Figure 1. Metal layers overlaid (run 1).
Two of the layers only.
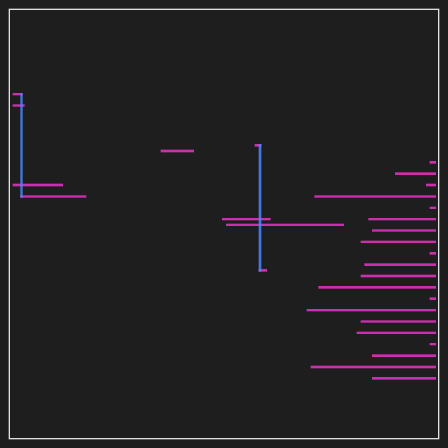
Figure 2. Drive-strength map (run 1).
Bar = 20 µm.
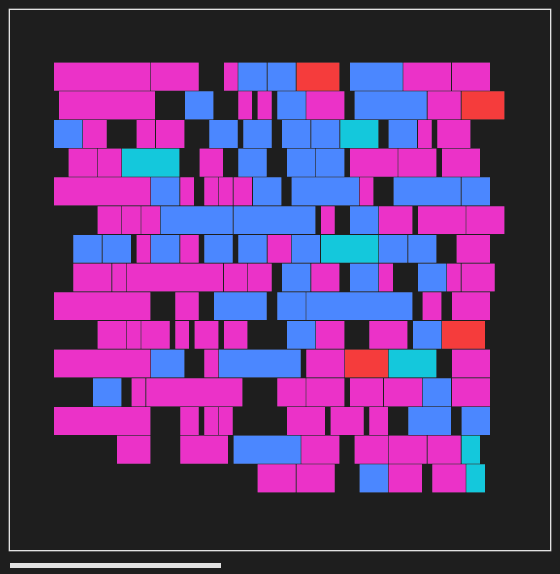
Figure 3. Met2 routing (run 1).
Cells faint in the background.
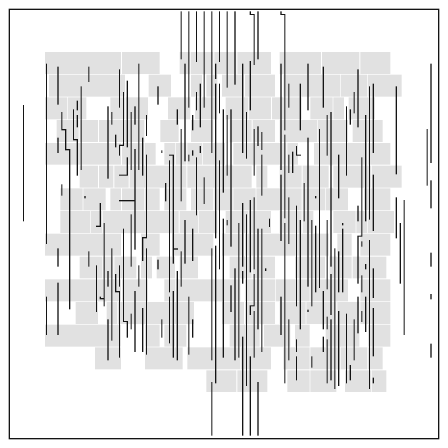
==> config.mk <==
export PLATFORM = sky130hd
export DESIGN_NAME = pipeline_hazard_ctrl_flat
export DESIGN_NICKNAME = d
export VERILOG_FILES = /design/src/rtl/pipeline_hazard_ctrl_if.sv /design/src/rtl/pipeline_hazard_ctrl.sv /design/src/flat_wrapper.sv
export SDC_FILE = /design/constraint.sdc
export NUM_CORES = 1
export LEC_CHECK = 0
export CAP_MARGIN = 20
export CORE_MARGIN = 4
export CORE_UTILIZATION = 38
export DETAILED_ROUTE_END_ITERATION = 7
export GPL_ROUTABILITY_DRIVEN = 1
export PLACE_DENSITY = 0.77
export SYNTH_ARGS = -nofsm -noshare
export SYNTH_HDL_FRONTEND = slang
export SYNTH_SLANG_ARGS = --single-unit
==> constraint.sdc <==
create_clock -name CLK -period 2.25 [get_ports CLK]
set_clock_uncertainty 0.2 [all_clocks]
set_input_delay 0.3375 -clock CLK [delete_from_list [all_inputs] [get_ports CLK]]
set_output_delay 0.3375 -clock CLK [all_outputs]
set_load 0.03 [all_outputs]
==> Changelog: implementation, run 1 <==
### Implementation results

- Routability cong.: 0.847
- Port Buffers: 37
- Synthesis area per yosys: 709 µm²
- DP HPWL: 1810 µm
- Final #Nets: 176
- EDFF count, synth: 0
- Main flop type: dfrtp_1
- Die height: 51.2 µm
- Final Cycle Share: 112%
- Tool Warnings: 29
- Core Util, Final: 79.3%
- Final setup viols: 3
- Fill cell count: 113
- PnR worst setup slack: -0.268 ns
- Min-Delay Path Depth: 3
- R2R cell count: 7
- Tmin final: 2.52 ns
- ANT nets after route: 0
- Power per cell area: 634 mW/mm²
- Met3 routed WL: 178 µm
- Switching power share of the total: 40.4%
- Core area: 0.00175 mm²
- Sw power: 0.000354 W
- Crit-path max FO: 2
- Max rail drop VDD: 521 µV
- Actual slew at the worst max-slew pin: 0.317 ns
- Largest net degree at the start of global routing: 13
- Vias in the first global route: 853
- Met1 WL: 953 µm
- Clock-pin slew on the worst setup and hold paths: 0.05 ns
- Initial antenna violation count: 0
- CP arrival: 1.98 ns
- Yosys aoi share: 22.4%
- Die W: 51.2 µm
- Post-DP Area: 0.00123 mm²
- Int Power: 0.000523 W
- Mux cell area share: 0%
- Top-area cell type share of the netlist area: 28.2%
- Failing checks: setup timing
- Vias per inst: 5.01
- Status: complete, but fails checks
- Most frequent CP cell: buf_6
- Clk ins delay skew pair: 0.25 ns
- HP Class: input port to flop
- TritonRoute pass-1 iters: 4
- Top Layer Used: met4
- Post-synth cell types: 33
- Place WS: -0.897 ns
- Sequential area share after synthesis: 28.2%
- Synth flops: 8
Back to the opening pictures, Figure 1:
| colour | layer | wire length |
|---|---|---|
| blue | met4 | 27.2 µm |
| magenta | met3 | 178 µm |
wire per inst: 14.5 µm
vias post-DR: 847
Global Route Usage Sum: 18.4%
Total Routed Length: 2450 µm

Back to the opening pictures, Figure 2:
| colour | size | cells | share |
|---|---|---|---|
| red | drive 6 and up | 4 | 2.8% |
| blue | drive 3 to 4 | 47 | 33% |
| cyan | drive 2 | 6 | 4.2% |
| magenta | drive 1 or less | 87 | 60% |
Plain + repair buffers: 61
P&R area growth vs syn: 95.1%
design area: 0.00138 mm²

Back to the opening pictures, Figure 3:
share of all routed wire: 53%
wire length on this layer: 1,290 µm
nets with wire on the layer: 157
main direction: vertical
longest straight run: 21.4 µm
met2 usage: 33.9%

-- run 1: worst max-delay path, delay by kind of cell --
family | cells | cell delay (ns)
compound gates | 3 | 0.72
simple gates | 1 | 0.52
buf+inv | 3 | 0.39
-- run 1: power by group through the flow --
stage | Sequential (W) | Clock [W] | Combinational, W
after CTS | 0.000225 | 0.000111 | 0.000492
after global placement | 0.000228 | 0 | 0.000461
after detailed placement | 0.000228 | 0 | 0.000477
after global routing | 0.000239 | 0.000114 | 0.000590
after floorplan | 0.000220 | 0 | 0.000272
final | 0.000227 | 0.000103 | 0.000546
-- run 1: metrics by stage --
step	total power [W]	instances	hold WS (ns)
global route	0.000943	169	0.308
floorplan	0.000492	81	-0.158
finish	0.000877	169	0.283
global placement	0.000689	160	0.314
detailed placement	0.000705	160	0.316
CTS	0.000829	166	0.267
-- run 1: timing repair --
item	4_1_cts	5_1_grt
gates cloned	0	0
setup endpoints to repair	4	5
setup buffers	3	3
pin swaps	6	13
endpoints found under the hold margin	0	0
gates resized	30	14
-- run 1: area by class of cell --
cell class                      count  area, µm²  area share, %
Timing Repair Buffer               61        534           38.6
Tap cell                           25       31.3           2.26
Sequential cell                     8        200           14.5
Clock buffer                        3       22.5           1.63
Multi-Input combinational cell     68        581           42.0
Inverter                            4       15.0           1.08
-- run 1: routing by layer --
layer | global-route usage, % | up-vias
met5 | 0 | -
met4 | 5.38 | 0
met3 | 3.79 | 4
met2 | 33.9 | 31
met1 | 20.9 | 397
li1 | - | 415
-- run 1: synth_stat cells, types with 2 or more instances --
library cell and number:
inv_1 4, ha_1 2, nor2b_1 3, xnor2_1 11
nor3b_1 2, o21ai_0 2, nand2b_1 2, nor2_1 5
dfrtp_1 8, and2_1 5, or4_1 2, nand2_1 10
nand3_1 5
Figure 4. Signal wires on met1 (run 1).
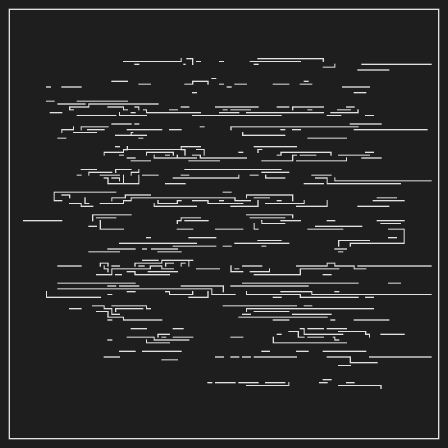

==> run 2, diff against run 1 <==
--- a/config.mk
+++ b/config.mk
@@ -10,7 +10,8 @@
 export CORE_UTILIZATION = 38
 export DETAILED_ROUTE_END_ITERATION = 7
 export GPL_ROUTABILITY_DRIVEN = 1
-export PLACE_DENSITY = 0.77
+export PLACE_DENSITY = 0.78
+export SLEW_MARGIN = 20
 export SYNTH_ARGS = -nofsm -noshare
 export SYNTH_HDL_FRONTEND = slang
 export SYNTH_SLANG_ARGS = --single-unit
Figure 5. Signal wires on met1 (run 2).
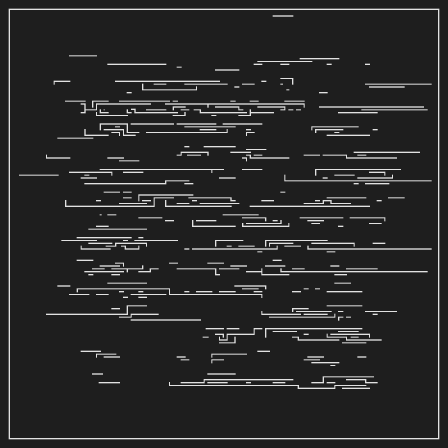
share of all routed wire: 36%
main direction: horizontal
Total Routed Length: 2570 µm
GR Layer Usage met1: 18.9%

Figure 6. Met2 routing (run 2).
Cells faint in the background.
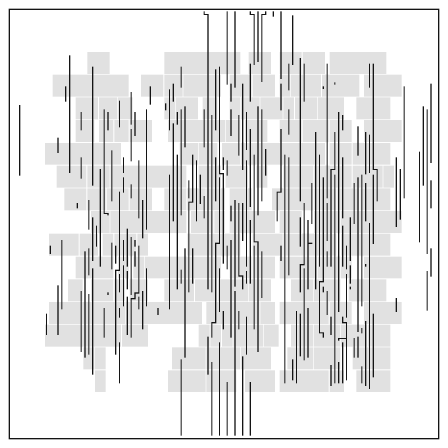
share of all routed wire: 54%
nets with wire on the layer: 159
main direction: vertical
wire length on this layer: 1,380 µm
met2 usage: 36.3%
vias post-DR: 854

Figure 7. Drive-strength map (run 2).
Bar = 20 µm.
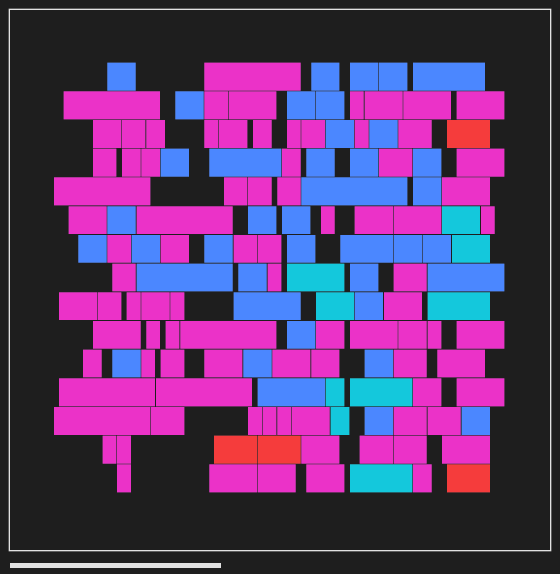
| colour | size | cells | share |
|---|---|---|---|
| blue | drive 3 to 4 | 40 | 28% |
| red | drive 6 and up | 4 | 2.8% |
| magenta | drive 1 or less | 88 | 62% |
| cyan | drive 2 | 9 | 6.4% |
Plain + repair buffers: 58
P&R area growth vs syn: 94.4%
PnR worst setup slack: -0.250 ns
design area: 0.00138 mm²

==> run 2 against run 1 <==
Compared with the run above: the flow still finishes with violations (setup timing); fmax is 0.75% higher; total power is 3.9% lower; global-route usage is 0.23 points higher; critical path type unchanged; register-to-register slack worse by 0.05 ns; via count is 0.83% higher; worst setup slack better by 0.019 ns; sequential power is 2% higher; combinational power is 7.9% lower.
==> Changelog: implementation, run 2 <==
### Implementation results

- DP HPWL: 1810 µm (about the same)
- Most frequent CP cell: buf_6 (unchanged)
- Synth flops: 8 (unchanged)
- Actual slew at the worst max-slew pin: 0.292 ns (was 0.317 ns)
- Max-Cap Viols: 0 (unchanged)
- CP arrival: 1.96 ns (was 1.98 ns)
- Main flop type: dfrtp_1 (unchanged)
- Count leader, synth: xnor2_1 (unchanged)
- Max rail drop VDD: 558 µV (was 521 µV)
- Failing checks: setup timing (unchanged)
- Clk ins delay skew pair: 0.25 ns (about the same)
- Status: complete, but fails checks (unchanged)
- Routability cong.: 0.771 (was 0.847)
- Post-synth cell types: 33 (unchanged)
- Post-DP Area: 0.00123 mm² (unchanged)
- CP top delay family: AND-OR/OR-AND gates (unchanged)
- Min-Delay Path Depth: 3 (unchanged)
- R2R cell count: 7 (unchanged)
- Largest net degree at the start of global routing: 13 (unchanged)
- Vias per inst: 5.14 (was 5.01)
- PnR worst setup slack: -0.250 ns (was -0.268 ns)
- Worst path depth: 7 (unchanged)
- Final setup viols: 3 (unchanged)
- Die W: 51.2 µm (unchanged)
- TritonRoute pass-1 iters: 4 (unchanged)
- EDFF count, synth: 0 (unchanged)
- Die height: 51.2 µm (unchanged)
- Port Buffers: 37 (unchanged)
- Power per cell area: 611 mW/mm² (was 634 mW/mm²)
- Initial antenna violation count: 0 (unchanged)
- Global Route Usage Sum: 18.6% (was 18.4%)
- Core area: 0.00175 mm² (unchanged)
- Adders+Majority by Area: 3.53% (unchanged)
- Sequential area share after synthesis: 28.2% (unchanged)
- Yosys aoi share: 22.4% (unchanged)
- Synthesis area per yosys: 709 µm² (unchanged)
- Mux cell area share: 0% (unchanged)
- Final #Nets: 173 (was 176)
- Wire per inst: 15.5 µm (was 14.5 µm)
- Die area: 0.00262 mm² (unchanged)
- Tmin final: 2.50 ns (was 2.52 ns)
- Crit-path max FO: 2 (unchanged)
- Top-area cell type share of the netlist area: 28.2% (unchanged)
- Vias in the first global route: 917 (was 853)
- H-tree levels: 1 (unchanged)
- ANT nets after route: 0 (unchanged)
[run 2: cell counts after synthesis]
Identical to the previous run, type by type.
[run 2: layout make-up]
type	instances	area, µm²
clock buffers	3	22.5
fillers	121	367
inverters	4	15.0
multi-input cells	68	578
flip-flops and latches	8	200
well taps	25	31.3
repair buffers	58	532
[run 2: repair_timing]
action	4_1_cts	5_1_grt
resized	29	21
buffers inserted	1	2
endpoints found under the setup margin	3	8
pin swaps	6	15
[run 2: through the flow]
step                hold WS [ns]  utilization (%)  cells  setup TNS (ns)  total power [W]
CTS                        0.281             73.0    164          -0.781         0.000825
finish                     0.251             79.0    166          -0.683         0.000843
global route               0.294             79.0    166          -0.945         0.000904
floorplan                 -0.158                -     81         -0.0244         0.000492
global placement           0.302             70.7    160           -2.70         0.000688
detailed placement         0.306             70.7    160           -2.85         0.000704
[run 2: cells by family after synthesis]
group	after synthesis
flip-flops	8
buffers and inverters	5
AND-OR/OR-AND	17
XOR/XNOR	11
adder cells (fa/ha/maj)	2
AND/OR/NAND/NOR	38
[run 2: worst min-delay path, cell delays in order]
cell	delay, ns
dlymetal6s2s_1	0.11
buf_4	0.12
and2_1	0.11
[run 2: routing by layer]
metal	share of wire [%]	up-vias	GRT usage, %	wire length [µm]
li1	-	411	-	-
met1	36	403	18.9	935
met2	54	30	36.3	1380
met3	6.9	10	2.92	177
met4	3.0	0	8.52	77
met5	0	-	0	0
[run 2: report_power, final]
group          switching (W)  leakage [nW]  internal [W]
sequential         0.0000419        0.0989      0.000189
combinational       0.000258         0.602      0.000245
clock              0.0000472        0.0138     0.0000609
No activity file was given, so power comes from the tool's default toggle rates.
